[src/rtl/bus_pkg.sv]
// Shared bus types: demux FSM states and the request record used by bus blocks.
package bus_pkg;

  localparam int BUS_ADDR_WIDTH = 32;
  localparam int BUS_DATA_WIDTH = 32;

  typedef enum logic [1:0] {
    IDLE,
    ISSUE,
    WAIT,
    RESP
  } bus_demux_state_t;

  typedef struct packed {
    logic [BUS_ADDR_WIDTH-1:0]   addr;
    logic                        write;
    logic [BUS_DATA_WIDTH-1:0]   wdata;
    logic [BUS_DATA_WIDTH/8-1:0] wstrb;
  } bus_req_t;

endpackage

[src/rtl/bus_demux_if.sv]
// Core-side request/response and target-side fan-out signals of bus_demux.
interface bus_demux_if #(
  parameter int CHANNELS   = 2,
  parameter int WIDTH      = 32,
  parameter int ADDR_WIDTH = 32
);

  logic                      req_valid;
  logic                      req_ready;
  logic [ADDR_WIDTH-1:0]     req_addr;
  logic                      req_write;
  logic [WIDTH-1:0]          req_wdata;
  logic [WIDTH/8-1:0]        req_wstrb;
  logic                      rsp_valid;
  logic [WIDTH-1:0]          rsp_rdata;
  logic                      rsp_error;
  logic [CHANNELS-1:0]       tgt_valid;
  logic [CHANNELS-1:0]       tgt_ready;
  logic [ADDR_WIDTH-1:0]     tgt_addr;
  logic                      tgt_write;
  logic [WIDTH-1:0]          tgt_wdata;
  logic [WIDTH/8-1:0]        tgt_wstrb;
  logic [CHANNELS-1:0]       tgt_rsp_valid;
  logic [CHANNELS*WIDTH-1:0] tgt_rsp_rdata;

  // The demux itself sees the bus through the slave view.
  modport slave (
    input  req_valid, req_addr, req_write, req_wdata, req_wstrb,
    output req_ready, rsp_valid, rsp_rdata, rsp_error,
    output tgt_valid, tgt_addr, tgt_write, tgt_wdata, tgt_wstrb,
    input  tgt_ready, tgt_rsp_valid, tgt_rsp_rdata
  );

  modport master (
    output req_valid, req_addr, req_write, req_wdata, req_wstrb,
    input  req_ready, rsp_valid, rsp_rdata, rsp_error,
    input  tgt_valid, tgt_addr, tgt_write, tgt_wdata, tgt_wstrb,
    output tgt_ready, tgt_rsp_valid, tgt_rsp_rdata
  );

endinterface

[src/rtl/bus_demux_decode.sv]
// Address decoder: extracts the channel field and flags indices beyond CHANNELS.
module bus_demux_decode
  import bus_pkg::*;
#(
  parameter  int CHANNELS   = 2,
  parameter  int ADDR_WIDTH = 32,
  parameter  int SEL_LSB    = 28,
  localparam int CH_W       = $clog2(CHANNELS)
) (
  input  logic [ADDR_WIDTH-1:0] addr_i,
  output logic [CH_W-1:0]       ch_o,
  output logic                  in_range_o
);

  assign ch_o       = addr_i[SEL_LSB +: CH_W];
  assign in_range_o = (int'(ch_o) < CHANNELS);

endmodule

[src/rtl/bus_demux.sv]
// Single-outstanding bus demultiplexer: routes one core request to an address-selected
// target and returns that target's response as a registered one-cycle pulse.
module bus_demux
  import bus_pkg::*;
#(
  parameter int CHANNELS   = 2,
  parameter int WIDTH      = BUS_DATA_WIDTH,
  parameter int ADDR_WIDTH = BUS_ADDR_WIDTH,
  parameter int SEL_LSB    = 28
) (
  input  logic        clock,
  input  logic        reset,
  bus_demux_if.slave  bus
);

  localparam int CH_W = $clog2(CHANNELS);

  bus_demux_state_t  state_q, state_d;
  bus_req_t          req_q, req_d;
  logic [CH_W-1:0]   ch_q, ch_d;
  logic [WIDTH-1:0]  rdata_q, rdata_d;
  logic              error_q, error_d;
  logic [CH_W-1:0]   dec_ch;
  logic              dec_ok;
  logic [WIDTH-1:0]  sel_rdata;

  bus_demux_decode #(
    .CHANNELS   (CHANNELS),
    .ADDR_WIDTH (ADDR_WIDTH),
    .SEL_LSB    (SEL_LSB)
  ) u_decode (
    .addr_i     (bus.req_addr),
    .ch_o       (dec_ch),
    .in_range_o (dec_ok)
  );

  assign sel_rdata = bus.tgt_rsp_rdata[int'(ch_q)*WIDTH +: WIDTH];

  always_ff @(posedge clock or posedge reset) begin
    if (reset) begin
      state_q <= IDLE;
      req_q   <= '0;
      ch_q    <= '0;
      rdata_q <= '0;
      error_q <= 1'b0;
    end else begin
      state_q <= state_d;
      req_q   <= req_d;
      ch_q    <= ch_d;
      rdata_q <= rdata_d;
      error_q <= error_d;
    end
  end

  // Outputs depend on state and registers only, so no input reaches an output combinationally.
  always_comb begin
    state_d       = state_q;
    req_d         = req_q;
    ch_d          = ch_q;
    rdata_d       = rdata_q;
    error_d       = error_q;
    bus.req_ready = 1'b0;
    bus.rsp_valid = 1'b0;
    bus.tgt_valid = '0;
    case (state_q)
      IDLE: begin
        bus.req_ready = 1'b1;
        if (bus.req_valid) begin
          req_d.addr  = BUS_ADDR_WIDTH'(bus.req_addr);
          req_d.write = bus.req_write;
          req_d.wdata = BUS_DATA_WIDTH'(bus.req_wdata);
          req_d.wstrb = (BUS_DATA_WIDTH/8)'(bus.req_wstrb);
          ch_d        = dec_ch;
          if (dec_ok) begin
            state_d = ISSUE;
          end else begin
            error_d = 1'b1;
            rdata_d = '0;
            state_d = RESP;
          end
        end
      end
      ISSUE: begin
        bus.tgt_valid = CHANNELS'(1) << ch_q;
        if (bus.tgt_ready[ch_q]) begin
          state_d = WAIT;
        end
      end
      WAIT: begin
        // Only the addressed target may complete the transaction; writes return zero data.
        if (bus.tgt_rsp_valid[ch_q]) begin
          rdata_d = req_q.write ? '0 : sel_rdata;
          error_d = 1'b0;
          state_d = RESP;
        end
      end
      RESP: begin
        bus.rsp_valid = 1'b1;
        state_d       = IDLE;
      end
      default: state_d = IDLE;
    endcase
  end

  assign bus.tgt_addr  = ADDR_WIDTH'(req_q.addr);
  assign bus.tgt_write = req_q.write;
  assign bus.tgt_wdata = WIDTH'(req_q.wdata);
  assign bus.tgt_wstrb = (WIDTH/8)'(req_q.wstrb);
  assign bus.rsp_rdata = rdata_q;
  assign bus.rsp_error = error_q;

endmodule

[src/flat_wrapper.sv]
// flat-port wrapper written by rule: the top's interface ports become plain ports
module bus_demux_flat import bus_pkg::*;
#(
  parameter int CHANNELS   = 2,
  parameter int WIDTH      = BUS_DATA_WIDTH,
  parameter int ADDR_WIDTH = BUS_ADDR_WIDTH,
  parameter int SEL_LSB    = 28
)
  (clock, reset, bus_req_valid, bus_req_addr, bus_req_write, bus_req_wdata, bus_req_wstrb, bus_req_ready, bus_rsp_valid, bus_rsp_rdata, bus_rsp_error, bus_tgt_valid, bus_tgt_addr, bus_tgt_write, bus_tgt_wdata, bus_tgt_wstrb, bus_tgt_ready, bus_tgt_rsp_valid, bus_tgt_rsp_rdata);
  bus_demux_if #(.CHANNELS(CHANNELS), .WIDTH(WIDTH), .ADDR_WIDTH(ADDR_WIDTH)) bus_i ();
  input  logic clock;
  input  logic reset;
  input wire logic [$bits(bus_i.req_valid)-1:0] bus_req_valid;
  input wire logic [$bits(bus_i.req_addr)-1:0] bus_req_addr;
  input wire logic [$bits(bus_i.req_write)-1:0] bus_req_write;
  input wire logic [$bits(bus_i.req_wdata)-1:0] bus_req_wdata;
  input wire logic [$bits(bus_i.req_wstrb)-1:0] bus_req_wstrb;
  output wire logic [$bits(bus_i.req_ready)-1:0] bus_req_ready;
  output wire logic [$bits(bus_i.rsp_valid)-1:0] bus_rsp_valid;
  output wire logic [$bits(bus_i.rsp_rdata)-1:0] bus_rsp_rdata;
  output wire logic [$bits(bus_i.rsp_error)-1:0] bus_rsp_error;
  output wire logic [$bits(bus_i.tgt_valid)-1:0] bus_tgt_valid;
  output wire logic [$bits(bus_i.tgt_addr)-1:0] bus_tgt_addr;
  output wire logic [$bits(bus_i.tgt_write)-1:0] bus_tgt_write;
  output wire logic [$bits(bus_i.tgt_wdata)-1:0] bus_tgt_wdata;
  output wire logic [$bits(bus_i.tgt_wstrb)-1:0] bus_tgt_wstrb;
  input wire logic [$bits(bus_i.tgt_ready)-1:0] bus_tgt_ready;
  input wire logic [$bits(bus_i.tgt_rsp_valid)-1:0] bus_tgt_rsp_valid;
  input wire logic [$bits(bus_i.tgt_rsp_rdata)-1:0] bus_tgt_rsp_rdata;
  assign bus_i.req_valid = bus_req_valid;
  assign bus_i.req_addr = bus_req_addr;
  assign bus_i.req_write = bus_req_write;
  assign bus_i.req_wdata = bus_req_wdata;
  assign bus_i.req_wstrb = bus_req_wstrb;
  assign bus_req_ready = bus_i.req_ready;
  assign bus_rsp_valid = bus_i.rsp_valid;
  assign bus_rsp_rdata = bus_i.rsp_rdata;
  assign bus_rsp_error = bus_i.rsp_error;
  assign bus_tgt_valid = bus_i.tgt_valid;
  assign bus_tgt_addr = bus_i.tgt_addr;
  assign bus_tgt_write = bus_i.tgt_write;
  assign bus_tgt_wdata = bus_i.tgt_wdata;
  assign bus_tgt_wstrb = bus_i.tgt_wstrb;
  assign bus_i.tgt_ready = bus_tgt_ready;
  assign bus_i.tgt_rsp_valid = bus_tgt_rsp_valid;
  assign bus_i.tgt_rsp_rdata = bus_tgt_rsp_rdata;
  bus_demux #(.CHANNELS(CHANNELS), .WIDTH(WIDTH), .ADDR_WIDTH(ADDR_WIDTH), .SEL_LSB(SEL_LSB)) u_core (.clock(clock), .reset(reset), .bus(bus_i));
endmodule
[config.mk]
export PLATFORM = sky130hd
export DESIGN_NAME = bus_demux_flat
export DESIGN_NICKNAME = d
export VERILOG_FILES = /design/src/rtl/bus_pkg.sv /design/src/rtl/bus_demux_if.sv /design/src/rtl/bus_demux_decode.sv /design/src/rtl/bus_demux.sv /design/src/flat_wrapper.sv
export SDC_FILE = /design/constraint.sdc
export NUM_CORES = 1
export LEC_CHECK = 0
export ABC_AREA = 1
export CAP_MARGIN = 20
export CORE_MARGIN = 8
export CORE_UTILIZATION = 35
export CTS_CLUSTER_DIAMETER = 30
export DETAILED_ROUTE_END_ITERATION = 10
export PLACE_DENSITY_LB_ADDON = 0.2
export SLEW_MARGIN = 15
export SYNTH_ARGS = -nofsm -noshare
export SYNTH_HDL_FRONTEND = slang
export SYNTH_SLANG_ARGS = --single-unit
[constraint.sdc]
create_clock -name clock -period 3.3 [get_ports clock]
set_clock_uncertainty 0.05 [all_clocks]
set_input_delay 0.66 -clock clock [delete_from_list [all_inputs] [get_ports clock]]
set_output_delay 0.66 -clock clock [all_outputs]
set_load 0.01 [all_outputs]
run_1/logic_types.png
Drawn at 2 px/um.
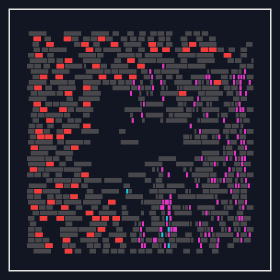
legend:
  magenta:
    family: nand cells
    cells: 112
    most_used: nand2_1
  cyan:
    family: nor cells
    cells: 5
    most_used: nor2_1
    where: south
  red:
    family: mux cells
    cells: 68
    most_used: mux2_2

run_1/io_placement.png
Drawn at 4 px/um. Pins as bars across the die edge, other pins in grey.
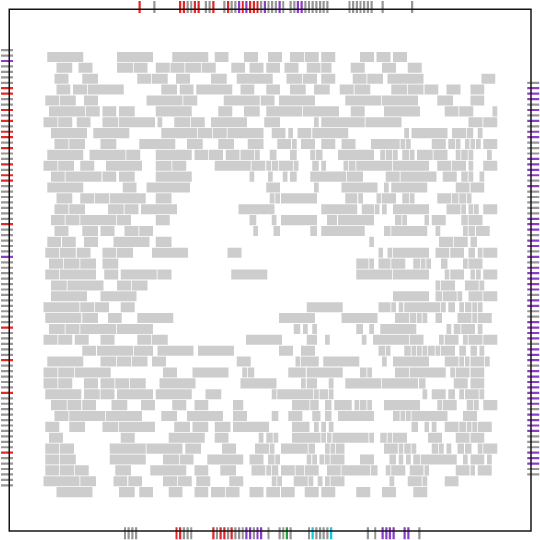
legend:
  purple:
    port: `bus_tgt_rsp_rdata`
    pins: 64
    direction: input
    edge: 46 east, 10 south, 6 north, 2 west
  green:
    port: `bus_rsp_valid`
    pins: 1
    direction: output
    edge: south
  cyan:
    port: `bus_tgt_ready`
    pins: 2
    direction: input
    edge: south
  red:
    port: `bus_req_wdata`
    pins: 32
    direction: input
    edge: 15 west, 11 north, 6 south
all pins by edge: 81 west, 73 east, 48 north, 44 south
count of buffers from port buffering: 244
width of the chip: 130 um
vertical die dimension: 130 um

run_1/flops_by_reg.png
Drawn at 2 px/um.
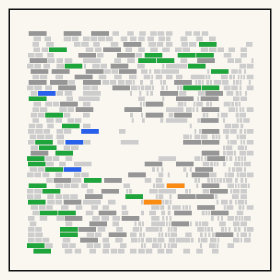
legend:
  green:
    name_in_the_netlist: `u_core.bus.tgt_addr`
    flops: 32
    where: widely spread
  orange:
    name_in_the_netlist: `u_core.state_q`
    flops: 2
  blue:
    name_in_the_netlist: `u_core.bus.tgt_wstrb`
    flops: 4
    where: west
not coloured: 65
final standard cell utilization of the core: 59.0%
sequential share of cell area: 34.5%
Register Area: 2580 um2
seq pwr: 2230 uW

==> notes.org, run 1 <==
* Flow results

** GRT
- The initial antenna violation count was 1.
- For this run, global-route usage on met2 was measured as 26.8%.
- Entering global routing, the biggest net connects 84 pins.

** Run status
- The run finished with clean final reports.

** Layout
- Share of cells above drive strength 1 :: 14.8%
- The final layout report lists a non-clock buffer count of 249.
- 258 cells are multi-input combinational gates.
- Buffer share of cell area :: 33.7%
- Measured on the final layout, the clock distribution area share stands at 4.66%.

** Setup path
- Launching point of the worst reg2reg path :: u_core.bus.tgt_addr[28]
- Critical-path cell list :: inv_1, ha_1, inv_1, nor2_1, clkdlybuf4s50_1
- Setup slack on the worst flop-to-flop path :: 1190 ps
- Per STA, the endpoint of the critical path is bus_tgt_valid[0].

** Die
- For this configuration, the core starts out at a cell density of 35.9%.
- For this floorplan the total number of well-tap instances is 172.

** Final timing
- Final hold vios :: 0

** Clock tree
- Looking at the post-CTS report, the setup buffer insertion count equals 0.
- The H-tree generated during clock tree synthesis spans 3 levels.

** Placed design
- Placed Cells :: 823
- Once placement finished, the instance area stood at 7120 um2.

** Pwr
- The design draws 6840 uW.

** Drt
- First-pass detailed-route iteration total :: 4

** Logic synthesis
- Of all flip-flops after synthesis, the portion carrying an async set or reset was 100%.
## Run 2: what changed since run 1
- clock period: 3.3 -> 2.2 ns (I/O delays scaled with it)
run_2/flops_by_reg.png
Drawn at 2 px/um.
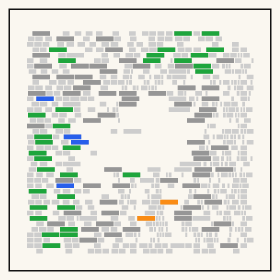
legend:
  orange:
    name_in_the_netlist: `u_core.state_q`
    flops: 2
  blue:
    name_in_the_netlist: `u_core.bus.tgt_wstrb`
    flops: 4
    where: west
  green:
    name_in_the_netlist: `u_core.bus.tgt_addr`
    flops: 32
    where: widely spread
not coloured: 65
seq pwr: 3340 uW
final standard cell utilization of the core: 59.0%
sequential share of cell area: 34.5%

==> run 2 against run 1 <==
Combinational power increased by about 50%. First-iteration DRC count decreased by 28%. Sequential power increased by about 50%. Setup slack got worse by 580 ps. Critical path type unchanged.
==> notes.org, run 2 <==
* Flow results

** Layout
- Measured on the final layout, buffering overhead outside the clock network stands at 34.1%.
- Clock buffer and inverter area fraction after layout :: 4.20%
- In the layout the tool counted multi-input logic cells amounting to 258.
- Buffers outside the clock class :: 253

** Die
- The die is 130 um wide.
- Tap cell instance count :: 172
- Measured along the y axis, the die boundary spans 130 um.

** Clock tree
- Buffers inserted by post-CTS timing repair :: 0
- In this run the number of H-tree levels came out at 3.

** Setup path
- Critical-path cell list :: inv_1, ha_2, inv_1, nor2_1, dlygate4sd2_1
- Setup slack on the worst reg-to-reg path comes out at 450 ps.
- Launching point of the worst reg2reg path :: u_core.state_q[0]
- The critical path ends at bus_tgt_valid[0].

** Placed design
- Placed Cells :: 827
- Count of buffers from port buffering :: 244
- Standard cell area after detailed placement :: 7150 um2

** Logic synthesis
- In this run, the synthesized area fraction spent on AND-OR/OR-AND gates is recorded as 7.97%.
- Async SR Flop Fraction :: 100%
- Number of warnings issued by yosys :: 0

** GRT
- Entering global routing, the biggest net connects 78 pins.

** Pwr
- After layout, the design draws a total of 10100 uW.

** Drt
- First-pass detailed-route iteration total :: 4

** Run status
- The run finished with clean final reports.
run_2/detail.png
Window x 53 to 78, y 27 to 52 um. Cells in grey, sequential cells in the stronger grey; small squares are vias.
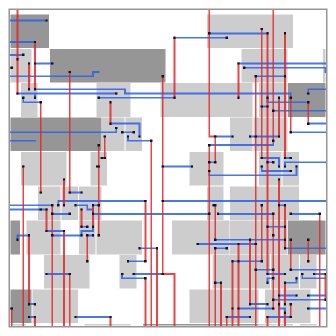
legend:
  red:
    layer: metal 2
  blue:
    layer: metal 1
sequential cells in the window: 2
cells with their middle in the window: 37
most frequent: nand2_1 (7), clkdlybuf4s50_1 (5), buf_4 (4)
netlist names of flops here include: `u_core.bus.rsp_rdata` (1), `u_core.bus.tgt_addr` (1)

## Run 3: what changed since run 2
- CORE_ASPECT_RATIO: unset -> 1.2
- GPL_TIMING_DRIVEN: unset -> 0
- TNS_END_PERCENT: unset -> 20
run_3/flops_by_reg.png
Drawn at 2 px/um.
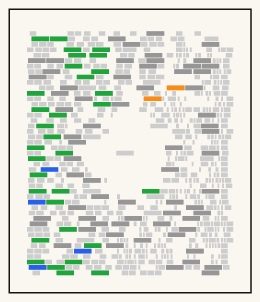
legend:
  orange:
    name_in_the_netlist: `u_core.state_q`
    flops: 2
  green:
    name_in_the_netlist: `u_core.bus.tgt_addr`
    flops: 32
  blue:
    name_in_the_netlist: `u_core.bus.tgt_wstrb`
    flops: 4
    where: south-west
not coloured: 65

==> run 3 against run 2 <==
Clock power fell by about 10%. Critical path type unchanged. Final area up 0.94%. Largest cell class is now buffers. Clock-buffer cell count is 3 lower. Non-clock buffer count increased by 20.
==> notes.org, run 3 <==
* Flow results

** GRT
- The layer flagged by global routing as most heavily used is met2.
- GR Util met2 :: 27.4%
- Maximum number of pins on one net before global-route repair :: 35
- Met3 capacity usage during global routing :: 9.07%
- Initial antenna violation count :: 0

** Drt
- After detailed routing, the met3 layer carries 1.88 mm of wire.
- Drt via density :: 4.58
- The iteration count recorded for the first detailed-route pass is 5.
- Detailed routing placed a total of 6.72 mm of wire on met2.

** Setup path
- Worst setup path endpoint :: bus_tgt_valid[0]
- For the worst setup path, the data required time is 1710 ps.
- Cell count of the worst reg-to-reg path :: 5
- The timing report notes that buffer and inverter cells on the critical path total 3.
- The worst register-to-register path has a setup slack of 380 ps.

** Layout
- The final report gives the core utilization as 59.5%.
- The layout has 273 buffers outside the clock class.
- Logic inverters :: 41
- Share of cells above drive strength 1 :: 16.6%
- Multi-Input Combinational :: 258
- Sequential share of cell area :: 34.2%
- Register Area :: 2580 um2
- Clock buffer and inverter area fraction after layout :: 3.73%

** Logic synthesis
- The synthesized netlist devotes 0% of its cell area to XOR and XNOR gates.
- Of the total synthesized cell area, the portion taken by AND-OR and OR-AND cells is 7.97%.
- Async SR Flop Fraction :: 100%
- In this run, synthesis inferred 0 flip-flops with an integrated enable.
- The synth_stat.txt file lists the number of cells as 428.
- For this run, the register share of the synthesized area comes to 56.6%.
- Synthesized instance count :: 428
- Number of warnings issued by yosys :: 0

** Die
- The floorplan step set the die height to 141 um.
- Once the floorplan was initialized, standard cells occupied 35.9% of the core.
- Width of the chip :: 120 um

** Pwr
- Seq pwr :: 3320 uW
- Power attributed to the clock group :: 1520 uW
- Total power consumption of the routed design :: 10000 uW

** Final timing
- The final hold violation count recorded for this run is 0.
- Shortest clock period the worst path allows after layout :: 2030 ps
- Total setup violations reported at the end of the flow :: 0

** Run
- Number of max-cap violations :: 0
- The number of warnings reported in the stage logs is 30.

** Clock tree
- Number of H-tree branching levels :: 3
- Buffers inserted by post-CTS timing repair :: 0
- CTS resizes :: 3

** Run status
- The flow ran to the end, and the final reports show no timing, DRC or antenna violations.

** Placed design
- During placement, the flow inserted port buffers numbering 244.
- Standard cell area after detailed placement :: 7260 um2
- Per the gpl log, the routability congestion estimate is 0.854.
run_3/logic_types.png
Drawn at 2 px/um.
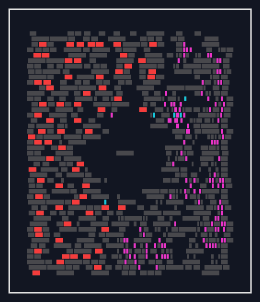
legend:
  magenta:
    family: nand cells
    cells: 112
    most_used: nand2_1
  red:
    family: mux cells
    cells: 68
    most_used: mux2_2
  cyan:
    family: nor cells
    cells: 5
    most_used: nor2_1
non-filler cells, final: 855
share of cell area taken by multi-input logic gates: 21.9%

Power is estimated from default activity; no workload was simulated.
